**config.mk**
```make
export PLATFORM = sky130hd
export DESIGN_NAME = board_ctrl_flat
export DESIGN_NICKNAME = d
export VERILOG_FILES = /design/src/rtl/board_ctrl_if.sv /design/src/rtl/board_ctrl.sv /design/src/flat_wrapper.sv
export SDC_FILE = /design/constraint.sdc
export NUM_CORES = 1
export LEC_CHECK = 0
export CAP_MARGIN = 5
export CORE_MARGIN = 5
export CORE_UTILIZATION = 54
export CTS_CLUSTER_DIAMETER = 50
export DETAILED_ROUTE_END_ITERATION = 7
export PLACE_DENSITY = 0.92
export REMOVE_ABC_BUFFERS = 1
export SYNTH_ARGS = -nofsm -noshare
export SYNTH_HDL_FRONTEND = slang
export SYNTH_SLANG_ARGS = --single-unit
```
**constraint.sdc**
```tcl
create_clock -name clock -period 2.54 [get_ports clock]
set_input_delay 0.508 -clock clock [delete_from_list [all_inputs] [get_ports clock]]
set_output_delay 0.508 -clock clock [all_outputs]
set_load 0.05 [all_outputs]
```
**src/rtl/board_ctrl_if.sv**
```systemverilog
`default_nettype none
// +--------------------------------------------------------------------------+
// | board_ctrl_if -- move/board signal bundle for board_ctrl.   Rev 1.0      |
// +--------------------------------------------------------------------------+
interface board_ctrl_if;
  logic        new_game;
  logic        jog_valid;
  logic [3:0]  jog_pos;
  logic [3:0]  cpu_pos;
  logic [17:0] matriz;
  logic        turn;
  logic [1:0]  status;
  logic [3:0]  move_count;
  logic        err;
  logic        cpu_err;
`ifdef BOARD_SCORE_EN
  logic [3:0]  score_h;
  logic [3:0]  score_c;
`endif

  modport master (
    output new_game, jog_valid, jog_pos, cpu_pos,
`ifdef BOARD_SCORE_EN
    input  score_h, score_c,
`endif
    input  matriz, turn, status, move_count, err, cpu_err
  );

  modport slave (
    input  new_game, jog_valid, jog_pos, cpu_pos,
`ifdef BOARD_SCORE_EN
    output score_h, score_c,
`endif
    output matriz, turn, status, move_count, err, cpu_err
  );
endinterface
`default_nettype wire

```
**src/rtl/board_ctrl.sv**
```systemverilog
`default_nettype none
// +--------------------------------------------------------------------------+
// | board_ctrl -- tic-tac-toe game controller (human vs CPU move generator);  |
// | BOARD_SCORE_EN adds saturating win counters.                 Rev 1.0      |
// +--------------------------------------------------------------------------+
module board_ctrl #(
  parameter int unsigned THINK_CYCLES = 4
) (
  input  logic        clock,
  input  logic        reset_n,
  board_ctrl_if.slave bus
);

  localparam logic [2:0]  WAIT_H     = 3'd0;
  localparam logic [2:0]  CHECK_H    = 3'd1;
  localparam logic [2:0]  CPU_THINK  = 3'd2;
  localparam logic [2:0]  CPU_APPLY  = 3'd3;
  localparam logic [2:0]  CHECK_C    = 3'd4;
  localparam logic [2:0]  OVER       = 3'd5;

  localparam logic [1:0]  CELL_CPU   = 2'd0;
  localparam logic [1:0]  CELL_HUMAN = 2'd1;
  localparam logic [1:0]  CELL_EMPTY = 2'd2;

  localparam logic [1:0]  ST_PLAY    = 2'd0;
  localparam logic [1:0]  ST_HWIN    = 2'd1;
  localparam logic [1:0]  ST_CWIN    = 2'd2;
  localparam logic [1:0]  ST_DRAW    = 2'd3;

  localparam logic [17:0] EMPTY_BOARD = {9{CELL_EMPTY}};
  localparam logic [3:0]  THINK_LOAD  = 4'(THINK_CYCLES);
  localparam logic [3:0]  FULL_COUNT  = 4'd9;

  logic [2:0]  state_q,  state_d;
  logic [17:0] matriz_q, matriz_d;
  logic        turn_q,   turn_d;
  logic [1:0]  status_q, status_d;
  logic [3:0]  count_q,  count_d;
  logic [3:0]  think_q,  think_d;
  logic        err_q,    err_d;
  logic        cpu_err_q, cpu_err_d;

  // Indices above 8 read back as the never-driven code, so they never look empty.
  function automatic logic [1:0] cell_at(input logic [17:0] b, input logic [3:0] idx);
    cell_at = 2'd3;
    for (int i = 0; i < 9; i++)
      if (idx == 4'(i)) cell_at = b[2*i +: 2];
  endfunction

  function automatic logic [17:0] set_cell(input logic [17:0] b, input logic [3:0] idx,
                                           input logic [1:0] v);
    set_cell = b;
    for (int i = 0; i < 9; i++)
      if (idx == 4'(i)) set_cell[2*i +: 2] = v;
  endfunction

  function automatic logic has_line(input logic [17:0] b, input logic [1:0] who);
    logic [8:0] m;
    for (int i = 0; i < 9; i++) m[i] = (b[2*i +: 2] == who);
    has_line = (&m[2:0]) | (&m[5:3]) | (&m[8:6]) |
               (m[0] & m[3] & m[6]) | (m[1] & m[4] & m[7]) | (m[2] & m[5] & m[8]) |
               (m[0] & m[4] & m[8]) | (m[2] & m[4] & m[6]);
  endfunction

  function automatic logic [3:0] first_empty(input logic [17:0] b);
    first_empty = 4'd0;
    for (int i = 8; i >= 0; i--)
      if (b[2*i +: 2] == CELL_EMPTY) first_empty = 4'(i);
  endfunction

  logic       human_ok;
  logic       cpu_ok;
  logic [3:0] cpu_idx;
  logic       h_line;
  logic       c_line;

  assign human_ok = (cell_at(matriz_q, bus.jog_pos) == CELL_EMPTY);
  assign cpu_ok   = (cell_at(matriz_q, bus.cpu_pos) == CELL_EMPTY);
  assign cpu_idx  = cpu_ok ? bus.cpu_pos : first_empty(matriz_q);
  assign h_line   = has_line(matriz_q, CELL_HUMAN);
  assign c_line   = has_line(matriz_q, CELL_CPU);

  always_ff @(posedge clock) begin
    if (!reset_n) begin
      state_q   <= WAIT_H;
      matriz_q  <= EMPTY_BOARD;
      turn_q    <= 1'b0;
      status_q  <= ST_PLAY;
      count_q   <= 4'd0;
      think_q   <= 4'd0;
      err_q     <= 1'b0;
      cpu_err_q <= 1'b0;
    end else begin
      state_q   <= state_d;
      matriz_q  <= matriz_d;
      turn_q    <= turn_d;
      status_q  <= status_d;
      count_q   <= count_d;
      think_q   <= think_d;
      err_q     <= err_d;
      cpu_err_q <= cpu_err_d;
    end
  end

  always_comb begin
    state_d = state_q;
    case (state_q)
      WAIT_H:    if (bus.jog_valid && human_ok) state_d = CHECK_H;
      CHECK_H:   state_d = (h_line || count_q == FULL_COUNT) ? OVER : CPU_THINK;
      CPU_THINK: if (think_q <= 4'd1) state_d = CPU_APPLY;
      CPU_APPLY: state_d = CHECK_C;
      CHECK_C:   state_d = (c_line || count_q == FULL_COUNT) ? OVER : WAIT_H;
      OVER:      state_d = OVER;
      default:   state_d = WAIT_H;
    endcase
    if (bus.new_game) state_d = WAIT_H;
  end

  always_comb begin
    matriz_d  = matriz_q;
    turn_d    = turn_q;
    status_d  = status_q;
    count_d   = count_q;
    think_d   = think_q;
    err_d     = 1'b0;
    cpu_err_d = 1'b0;
    case (state_q)
      WAIT_H: begin
        if (bus.jog_valid) begin
          if (human_ok) begin
            matriz_d = set_cell(matriz_q, bus.jog_pos, CELL_HUMAN);
            count_d  = count_q + 4'd1;
          end else begin
            err_d = 1'b1;
          end
        end
      end
      CHECK_H: begin
        if (h_line) begin
          status_d = ST_HWIN;
        end else if (count_q == FULL_COUNT) begin
          status_d = ST_DRAW;
        end else begin
          turn_d  = 1'b1;
          think_d = THINK_LOAD;
        end
      end
      CPU_THINK: think_d = (think_q == 4'd0) ? 4'd0 : think_q - 4'd1;
      CPU_APPLY: begin
        matriz_d  = set_cell(matriz_q, cpu_idx, CELL_CPU);
        cpu_err_d = !cpu_ok;
        count_d   = count_q + 4'd1;
      end
      CHECK_C: begin
        turn_d = 1'b0;
        if (c_line)                     status_d = ST_CWIN;
        else if (count_q == FULL_COUNT) status_d = ST_DRAW;
      end
      default: ;
    endcase
    if (bus.new_game) begin
      matriz_d  = EMPTY_BOARD;
      turn_d    = 1'b0;
      status_d  = ST_PLAY;
      count_d   = 4'd0;
      think_d   = 4'd0;
      err_d     = 1'b0;
      cpu_err_d = 1'b0;
    end
  end

  assign bus.matriz     = matriz_q;
  assign bus.turn       = turn_q;
  assign bus.status     = status_q;
  assign bus.move_count = count_q;
  assign bus.err        = err_q;
  assign bus.cpu_err    = cpu_err_q;

`ifdef BOARD_SCORE_EN
  logic [3:0] score_h_q, score_h_d;
  logic [3:0] score_c_q, score_c_d;

  // Counted on the transition into OVER; new_game leaves the tallies alone.
  always_comb begin
    score_h_d = score_h_q;
    score_c_d = score_c_q;
    if (state_d == OVER && state_q != OVER) begin
      if (status_d == ST_HWIN && score_h_q != 4'hF) score_h_d = score_h_q + 4'd1;
      if (status_d == ST_CWIN && score_c_q != 4'hF) score_c_d = score_c_q + 4'd1;
    end
  end

  always_ff @(posedge clock) begin
    if (!reset_n) begin
      score_h_q <= 4'd0;
      score_c_q <= 4'd0;
    end else begin
      score_h_q <= score_h_d;
      score_c_q <= score_c_d;
    end
  end

  assign bus.score_h = score_h_q;
  assign bus.score_c = score_c_q;
`endif

endmodule
`default_nettype wire

```
**src/flat_wrapper.sv**
```systemverilog
// flat-port wrapper written by rule: the top's interface ports become plain ports
module board_ctrl_flat 
#(
  parameter int unsigned THINK_CYCLES = 4
)
  (clock, reset_n, bus_new_game, bus_jog_valid, bus_jog_pos, bus_cpu_pos, bus_matriz, bus_turn, bus_status, bus_move_count, bus_err, bus_cpu_err);
  board_ctrl_if bus_i ();
  input  logic clock;
  input  logic reset_n;
  input wire logic [$bits(bus_i.new_game)-1:0] bus_new_game;
  input wire logic [$bits(bus_i.jog_valid)-1:0] bus_jog_valid;
  input wire logic [$bits(bus_i.jog_pos)-1:0] bus_jog_pos;
  input wire logic [$bits(bus_i.cpu_pos)-1:0] bus_cpu_pos;
  output wire logic [$bits(bus_i.matriz)-1:0] bus_matriz;
  output wire logic [$bits(bus_i.turn)-1:0] bus_turn;
  output wire logic [$bits(bus_i.status)-1:0] bus_status;
  output wire logic [$bits(bus_i.move_count)-1:0] bus_move_count;
  output wire logic [$bits(bus_i.err)-1:0] bus_err;
  output wire logic [$bits(bus_i.cpu_err)-1:0] bus_cpu_err;
  assign bus_i.new_game = bus_new_game;
  assign bus_i.jog_valid = bus_jog_valid;
  assign bus_i.jog_pos = bus_jog_pos;
  assign bus_i.cpu_pos = bus_cpu_pos;
  assign bus_matriz = bus_i.matriz;
  assign bus_turn = bus_i.turn;
  assign bus_status = bus_i.status;
  assign bus_move_count = bus_i.move_count;
  assign bus_err = bus_i.err;
  assign bus_cpu_err = bus_i.cpu_err;
  board_ctrl #(.THINK_CYCLES(THINK_CYCLES)) u_core (.clock(clock), .reset_n(reset_n), .bus(bus_i));
endmodule
```
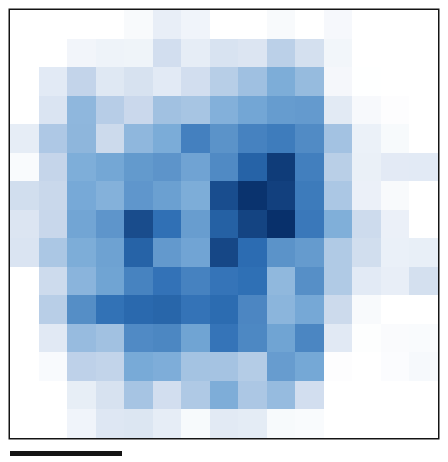
Run 1: wire density map
Bar = 20 µm. The die is cut into 15 by 15 equal tiles; white is low, dark blue is high, scaled to the fullest tile. Values are wire area over tile area, all layers added.
nearly empty tiles: 21%
fullest tile: 0.80
mean over tiles: 0.24
densest ninth of the die: centre
tiles over half the peak: 29%

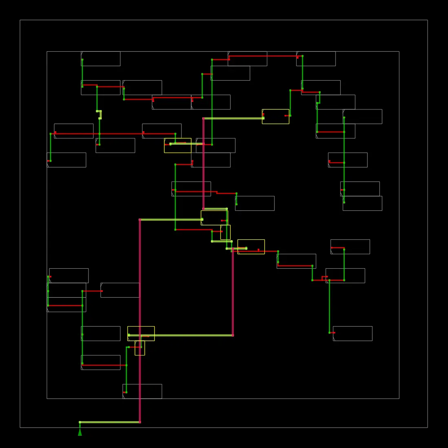
Run 1: the clock network
clock skew: 0.0110 ns
Clock Power: 0.000389 W
latest clock arrival within the worst-skew pair: 0.29 ns
clk sinks: 34

==> flow_summary.toml, run 1 <==
# physical design summary
[synthesis]
top_area_share_pct = 28.4
synth-seq-cells = 34
yosysChipArea_mm2 = 0.00240
synth-async-reset-ratio_pct = 0
synthCells = 315
ff_type = "dfxtp_1"
syn_area_per_cell_um2 = 7.61

[floorplan]
taps = 52
die_h_um = 76.6
die_x_um = 76.6
fp_util_pct = 55.5
rows = 24

[placed_design]
dpl.hpwl_mm = 6.01
dp_slack_ns = -0.366
placed_area_mm2 = 0.00307
port_buffers = 38
gp_congestion = 1.03

[final_layout]
syn_to_final_growth_pct = 33.4
buffers = 81
nClkBuffers = 5
logic_gates = 251
largestClassByArea = "combinational gates"
buffer_area_share_pct = 22.1
stdcell_count = 436
fillers = 330
nets = 398
final_common_cell = "buf_4"
sh_seq_area_pct = 21.3
antennaDiodeCount = 0
drive_gt1_share_pct = 18.2
n_all_inverters = 11
clock_area_share_pct = 2.46
final_util_pct = 74.0

[clocking]
post-cts-setup-buffers = 0
cts_root_buffer = "clkbuf_8"
cts_buffers = 5
cts_max_path_buffers = 2
clk_pin_slew_ns = 0.08
hold_buffers = 0
htree_levels = 2

[power]
power_leader = "sequential cells"
internal_power_w = 0.000834
swShare_pct = 29.8
sequentialPower_w = 0.000549
p_leak_nw = 1.21
power_frac_comb_pct = 21.1
p_clk_share_pct = 32.7
power_combinational_w = 0.000251
vdd_ir_drop_max_v = 0.000311
p_total_w = 0.00119
p_switching_w = 0.000355
power.density_mw_per_mm2 = 371

[critical_path]
worstSetupPathDepth = 9
startpoint_type = "input port"
cpLargestDelayFamily = "AND-OR/OR-AND gates"
cp-end-kind = "flip-flop"
r2r_cells = 6
crit_slowest_cell = "clkdlybuf4s50_1"
crit_required_ns = 2.73
path_cells = "clkdlybuf4s50_1, buf_4, nor3_1, o211ai_1, o311ai_4, a2bb2oi_4, or2_1, o311a_1, a211o_1"
path_buffers = 2
worst_path_largest_cell_delay_ns = 0.47
worstPathArrival_ns = 2.64

[sta]
slew_headroom_pct = 56.1
finalCriticalPeriod_ns = 2.45
setup_violations = 0
worst_slew_pin_slew_ns = 0.655
worst_slack_ns = 0.0920
hold_violations = 0

[routing]
avgRoutedWirePerCell_um = 19.0
detailedRoute.firstPassIterationCount = 6
viasPerCell = 6.72
route.met3.wl_um = 879
drt-met1-wl_mm = 3.18
drt_iter0_markers = 441
ant_nets = 0
vias = 2932

[global_route]
grt_most_used_layer = "met2"
grt_pass1_vias = 2779
grtUsageTotal_pct = 28.0
grt_overflow = 0
grt.met1_usage_pct = 34.7

[run]
maxCapViolCount = 0
warnings = 27

[run_status]
status = "finished clean"

[hold_path]
worstHoldPathType = "flip-flop to flip-flop"
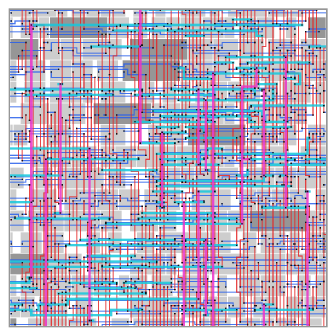
Run 1: layout detail
Window x 18 to 58, y 18 to 58 µm. Cells in grey, sequential cells in the stronger grey; small squares are vias.
[met2] red
[met4] magenta
[met3] cyan
[met1] blue
most frequent: buf_4 (22), nor2_1 (12)
netlist names of flops here include: u_core.bus.matriz (5), u_core.state_q (2)
sequential cells in the window: 7
cells with their middle in the window: 172

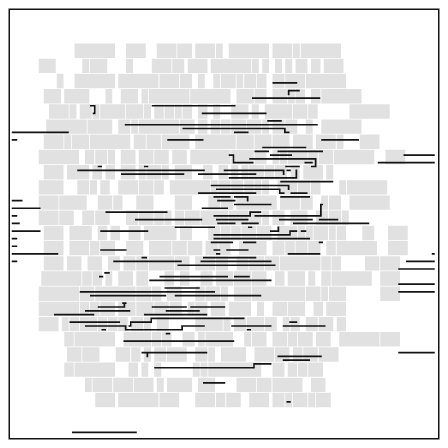
Run 1: M3 wires
Cells faint in the background.
wire length on this layer: 880 µm
nets with wire on the layer: 80

run 1: state kept, by name, summed over array words and instances, names as in the netlist:
| name | flops |
|---|---|
| u_core.bus.cpu_err | 1 |
| u_core.bus.err | 1 |
| u_core.bus.matriz | 18 |
| u_core.bus.move_count | 4 |
| u_core.bus.status | 2 |
| u_core.bus.turn | 1 |
| u_core.state_q | 3 |
| u_core.think_q | 4 |
run 1: path summary, 6_finish.rpt:
path	from	endpoint	slack (ns)
worst min register to register	u_core.think_q[3]$_SDFFE_PP0P_	u_core.think_q[2]$_SDFFE_PP0P_	0.51
worst max-delay path	bus_cpu_pos[2]	u_core.bus.matriz[13]$_SDFFE_PP1P_	0.09
worst max register to register	u_core.bus.matriz[9]$_SDFFE_PP1P_	u_core.bus.matriz[1]$_SDFFE_PP1P_	0.15
worst min-delay path	u_core.think_q[3]$_SDFFE_PP0P_	u_core.think_q[2]$_SDFFE_PP0P_	0.51
run 1: synth_stat cells (all sizes together) (3+ instances only):
library cell and number:
or2 3, nand2 24, clkbuf 9, nor2b 11, nand4 5, buf 10
or3 4, nor2 34, nor4bb 7, dfxtp 34, inv 11, nor4 8
nor3b 4, a31oi 9, nor3 11, a211oi 6, a41oi 4, nand2b 13
o311ai 6, nand3 9, o21ai 21, a21oi 27, xor2 3, mux2i 3
run 1: logic make-up (layout without fill, tap and decap cells):
family / after synthesis / count (layout) / synth area share (%)
simple gates: 148 / 148 / 35.0
compound gates: 93 / 93 / 26.7
flops: 34 / 34 / 28.4
buf+inv: 30 / 99 / 5.69
xor+xnor: 4 / 4 / 1.46
mux: 4 / 4 / 1.72
fa+ha+maj: 2 / 2 / 1.04
Run 1, routed clock nets over the placement:
Bar = 20 µm.
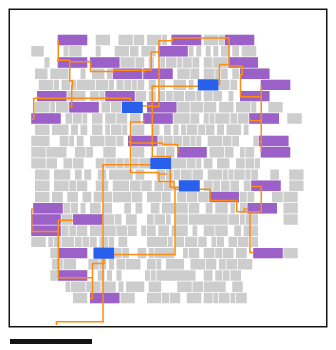

==> run 2: changes to the inputs <==
--- a/config.mk
+++ b/config.mk
@@ -11,6 +11,7 @@
 export CTS_CLUSTER_DIAMETER = 50
 export DETAILED_ROUTE_END_ITERATION = 7
 export PLACE_DENSITY = 0.92
+export RECOVER_POWER = 100
 export REMOVE_ABC_BUFFERS = 1
 export SYNTH_ARGS = -nofsm -noshare
 export SYNTH_HDL_FRONTEND = slang
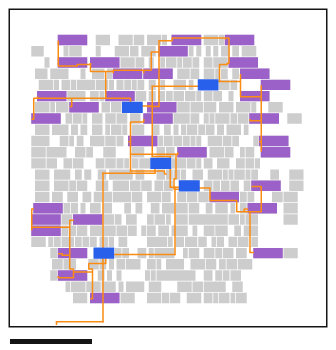
Run 2: routed clock nets over the placement
Bar = 20 µm.
[clock wires] orange | length: 477 µm
[flip-flops] purple | count: 34
[cells driving clock nets] blue | count: 5
routed clock nets: 6
flops lie: spread over the die

==> flow_summary.toml, run 2 <==
# physical design summary
[run_status]
status = "finished clean"

[synthesis]
ff_type = "dfxtp_1"
synthCells = 315
synth-seq-cells = 34
top_area_share_pct = 28.4
yosysChipArea_mm2 = 0.00240

[final_layout]
fillers = 332
drive_gt1_share_pct = 18.0
final_common_cell = "buf_4"
nets = 398
largest_reg_flops = 18
stdcell_count = 436

[critical_path]
worstPathArrival_ns = 2.64
worstSetupPathDepth = 9
cp-end-kind = "flip-flop"
timing.rr.end = "u_core.bus.matriz[1]$_SDFFE_PP1P_"
path_buffers = 2
worst_path_largest_cell_delay_ns = 0.47
crit_required_ns = 2.73
crit_slowest_cell = "clkdlybuf4s50_1"
timing.rr.start = "u_core.bus.matriz[9]$_SDFFE_PP1P_"
cpLargestDelayFamily = "AND-OR/OR-AND gates"
r2r_cells = 6

[run]
warnings = 27

[power]
vdd_ir_drop_max_v = 0.000308
p_total_w = 0.00119
p_leak_nw = 1.24
power.density_mw_per_mm2 = 371

[placed_design]
dpl.hpwl_mm = 6.01
gp_congestion = 1.03
dp_slack_ns = -0.366

[floorplan]
fp_util_pct = 55.5
rows = 24

[clocking]
clk_pin_slew_ns = 0.08
hold_buffers = 0
cts.sinks = 34
clk_latency_ns = 0.29
cts_max_path_buffers = 2
post-cts-setup-buffers = 0

[global_route]
grt_overflow = 0
grt_most_used_layer = "met2"
grtUsageTotal_pct = 28.0
grt.met1_usage_pct = 34.7

[routing]
avgRoutedWirePerCell_um = 19.0
drt-met1-wl_mm = 3.21
route.met3.wl_um = 882
vias = 2929

[hold_path]
worstHoldPathType = "flip-flop to flip-flop"

[sta]
slew_headroom_pct = 56.6
worst_slew_pin_slew_ns = 0.647
hold_violations = 0
==> run 2: where the power goes <==
group / internal, W / switching, W / leakage, nW / total, W
sequential: 0.000539 / 0.00000973 / 0.275 / 0.000548
clock: 0.000184 / 0.000206 / 0.0438 / 0.000390
combinational: 0.000109 / 0.000140 / 0.924 / 0.000249
total: 0.000832 / 0.000355 / 1.24 / 0.00119
==> run 2: kinds of logic (layout without fill, tap and decap cells) <==
family	after synthesis	in the layout	share of synthesized area, %
AND-OR/OR-AND	93	93	26.7
XOR/XNOR	4	4	1.46
adder cells (fa/ha/maj)	2	2	1.04
buffers and inverters	30	99	5.69
flip-flops	34	34	28.4
multiplexers	4	4	1.72
AND/OR/NAND/NOR	148	148	35.0
==> run 2: area by class of cell <==
class                           instances  area share, %
Multi-Input combinational cell        251           50.9
Tap cell                               52           2.04
Clock inverter                          2          0.313
Clock buffer                            5           2.15
Inverter                               11           1.29
Timing Repair Buffer                   81           22.0
Sequential cell                        34           21.3
==> run 2: worst min-delay path by stage <==
stage | slack, ns | endpoint | from | cells after the start
after floorplan | 0.47 | u_core.think_q[2]$_SDFFE_PP0P_ | u_core.think_q[3]$_SDFFE_PP0P_ | 2
after global placement | 0.48 | u_core.bus.turn$_SDFFE_PP0P_ | u_core.bus.turn$_SDFFE_PP0P_ | 2
after detailed placement | 0.50 | u_core.think_q[2]$_SDFFE_PP0P_ | u_core.think_q[3]$_SDFFE_PP0P_ | 2
after CTS | 0.51 | u_core.think_q[2]$_SDFFE_PP0P_ | u_core.think_q[3]$_SDFFE_PP0P_ | 2
after global routing | 0.54 | u_core.think_q[2]$_SDFFE_PP0P_ | u_core.think_q[3]$_SDFFE_PP0P_ | 2
final | 0.51 | u_core.think_q[2]$_SDFFE_PP0P_ | u_core.think_q[3]$_SDFFE_PP0P_ | 2
Run 2, M3 wires:
Cells faint in the background.
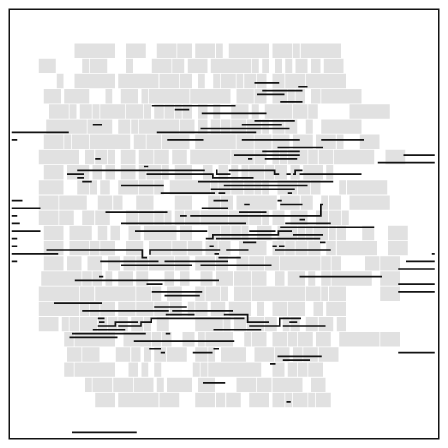

==> run 3: changes to the inputs <==
--- a/config.mk
+++ b/config.mk
@@ -10,7 +10,7 @@
 export CORE_UTILIZATION = 54
 export CTS_CLUSTER_DIAMETER = 50
 export DETAILED_ROUTE_END_ITERATION = 7
-export PLACE_DENSITY = 0.92
+export PLACE_DENSITY = 0.82
 export RECOVER_POWER = 100
 export REMOVE_ABC_BUFFERS = 1
 export SYNTH_ARGS = -nofsm -noshare
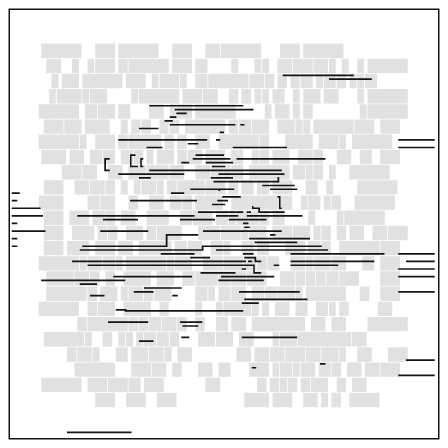
Run 3: M3 wires
Cells faint in the background.
nets with wire on the layer: 73
longest straight run: 30.8 µm

==> flow_summary.toml, run 3 <==
# physical design summary
[run_status]
status = "finished clean"

[placed_design]
port_buffers = 38
gp_congestion = 1.05
dpl.hpwl_mm = 5.97
placed_area_mm2 = 0.00308
dp_slack_ns = -0.329

[critical_path]
r2r_cells = 8
cp-startpoint = "bus_cpu_pos[2]"
timing.rr.start = "u_core.state_q[1]$_SDFFE_PP0P_"
cp-end-kind = "flip-flop"
timing.rr.end = "u_core.bus.matriz[0]$_SDFFE_PP0P_"
startpoint_type = "input port"
worstPathArrival_ns = 2.68
rrSetupSlack_ns = 0.22
crit_required_ns = 2.71
crit_end = "u_core.bus.matriz[1]$_SDFFE_PP1P_"

[clocking]
hold_buffers = 0
htree_levels = 2
cts_root_buffer = "clkbuf_8"
clk_pin_slew_ns = 0.07
cts_max_path_buffers = 2
cts-resized-gates = 3
post-cts-setup-buffers = 0
cts_buffers = 5
clk_latency_ns = 0.29

[synthesis]
yosysChipArea_mm2 = 0.00240
ff_type = "dfxtp_1"
synth-async-reset-ratio_pct = 0
top_area_share_pct = 28.4
yosys-top-cells-count = "dfxtp_1 (34), nor2_1 (34), a21oi_1 (26)"
synth-seq-cells = 34
synthCells = 315

[sta]
setup_violations = 0
worst_slew_pin_slew_ns = 0.648
fin_skew_ns = 0.0102
min_period_over_period_pct = 98.8
worst_slack_ns = 0.0312
hold_violations = 0
finalCriticalPeriod_ns = 2.51
slew_headroom_pct = 56.6

[routing]
ant_nets = 0
drt-met1-wl_mm = 3.38
avgRoutedWirePerCell_um = 18.6
detailedRoute.firstPassIterationCount = 6
drt_iter0_markers = 346
viasPerCell = 6.52
route.met3.wl_um = 785
vias = 2861

[power]
p_switching_w = 0.000345
clock_power_w = 0.000514
power_leader = "sequential cells"
p_total_w = 0.00130
power_frac_comb_pct = 18.5
power.density_mw_per_mm2 = 402
internal_power_w = 0.000957
sequentialPower_w = 0.000547
swShare_pct = 26.5
vdd_ir_drop_max_v = 0.000385
p_leak_nw = 1.27
p_seq_share_pct = 42.0

[floorplan]
rows = 24
die_h_um = 76.6
die_x_um = 76.6
fp_util_pct = 55.5
core_area_mm2 = 0.00432

[global_route]
grt_most_used_layer = "met2"
grt.met1_usage_pct = 35.0
grt_pass1_vias = 2656

[final_layout]
final_area_mm2 = 0.00324
largest_reg_flops = 18
syn_to_final_growth_pct = 35.0
fillers = 359
drive_gt1_share_pct = 16.8
final_common_cell = "buf_4"
nets = 401
final_util_pct = 74.9
antennaDiodeCount = 0

[hold_path]
worstHoldPathType = "flip-flop to flip-flop"

[run]
warnings = 27
maxCapViolCount = 0
-- run 3: worst min-delay path by stage --
stage,slack (ns),depth (start not counted),from,endpoint
after CTS,0.53,1,u_core.bus.status[1]$_SDFFE_PP0P_,u_core.bus.status[1]$_SDFFE_PP0P_
final,0.52,1,u_core.bus.status[1]$_SDFFE_PP0P_,u_core.bus.status[1]$_SDFFE_PP0P_
after global placement,0.48,2,u_core.bus.turn$_SDFFE_PP0P_,u_core.bus.turn$_SDFFE_PP0P_
after global routing,0.55,1,u_core.bus.status[1]$_SDFFE_PP0P_,u_core.bus.status[1]$_SDFFE_PP0P_
after floorplan,0.47,2,u_core.think_q[3]$_SDFFE_PP0P_,u_core.think_q[2]$_SDFFE_PP0P_
after detailed placement,0.51,1,u_core.bus.status[1]$_SDFFE_PP0P_,u_core.bus.status[1]$_SDFFE_PP0P_
-- run 3: worst max-delay path, stage by stage --
cell,delay [ns]
clkdlybuf4s50_1,0.50
clkbuf_2,0.19
inv_1,0.11
o21ai_0,0.10
a211o_1,0.35
a2bb2oi_4,0.21
buf_4,0.14
o211ai_1,0.14
a211oi_1,0.34
a22oi_1,0.10
-- run 3: cell type report --
class,instances,area [µm²],share of cell area [%]
multi-input cells,251,1610,49.7
clock buffers,6,82.6,2.55
well taps,52,65.1,2.01
flip-flops and latches,34,681,21.0
clock inverters,1,30.0,0.928
repair buffers,84,727,22.5
inverters,11,41.3,1.28
-- run 3: logic make-up (layout without fill, tap and decap cells) --
group / after synthesis / count (layout) / share of synthesized area (%)
and+or+nand+nor: 148 / 148 / 35.0
adders and majority gates: 2 / 2 / 1.04
DFF: 34 / 34 / 28.4
xor gates and xnor gates: 4 / 4 / 1.46
buffers and inverters: 30 / 102 / 5.69
AOI/OAI and AO/OA: 93 / 93 / 26.7
muxes: 4 / 4 / 1.72
Power and IR drop assume default switching activity.
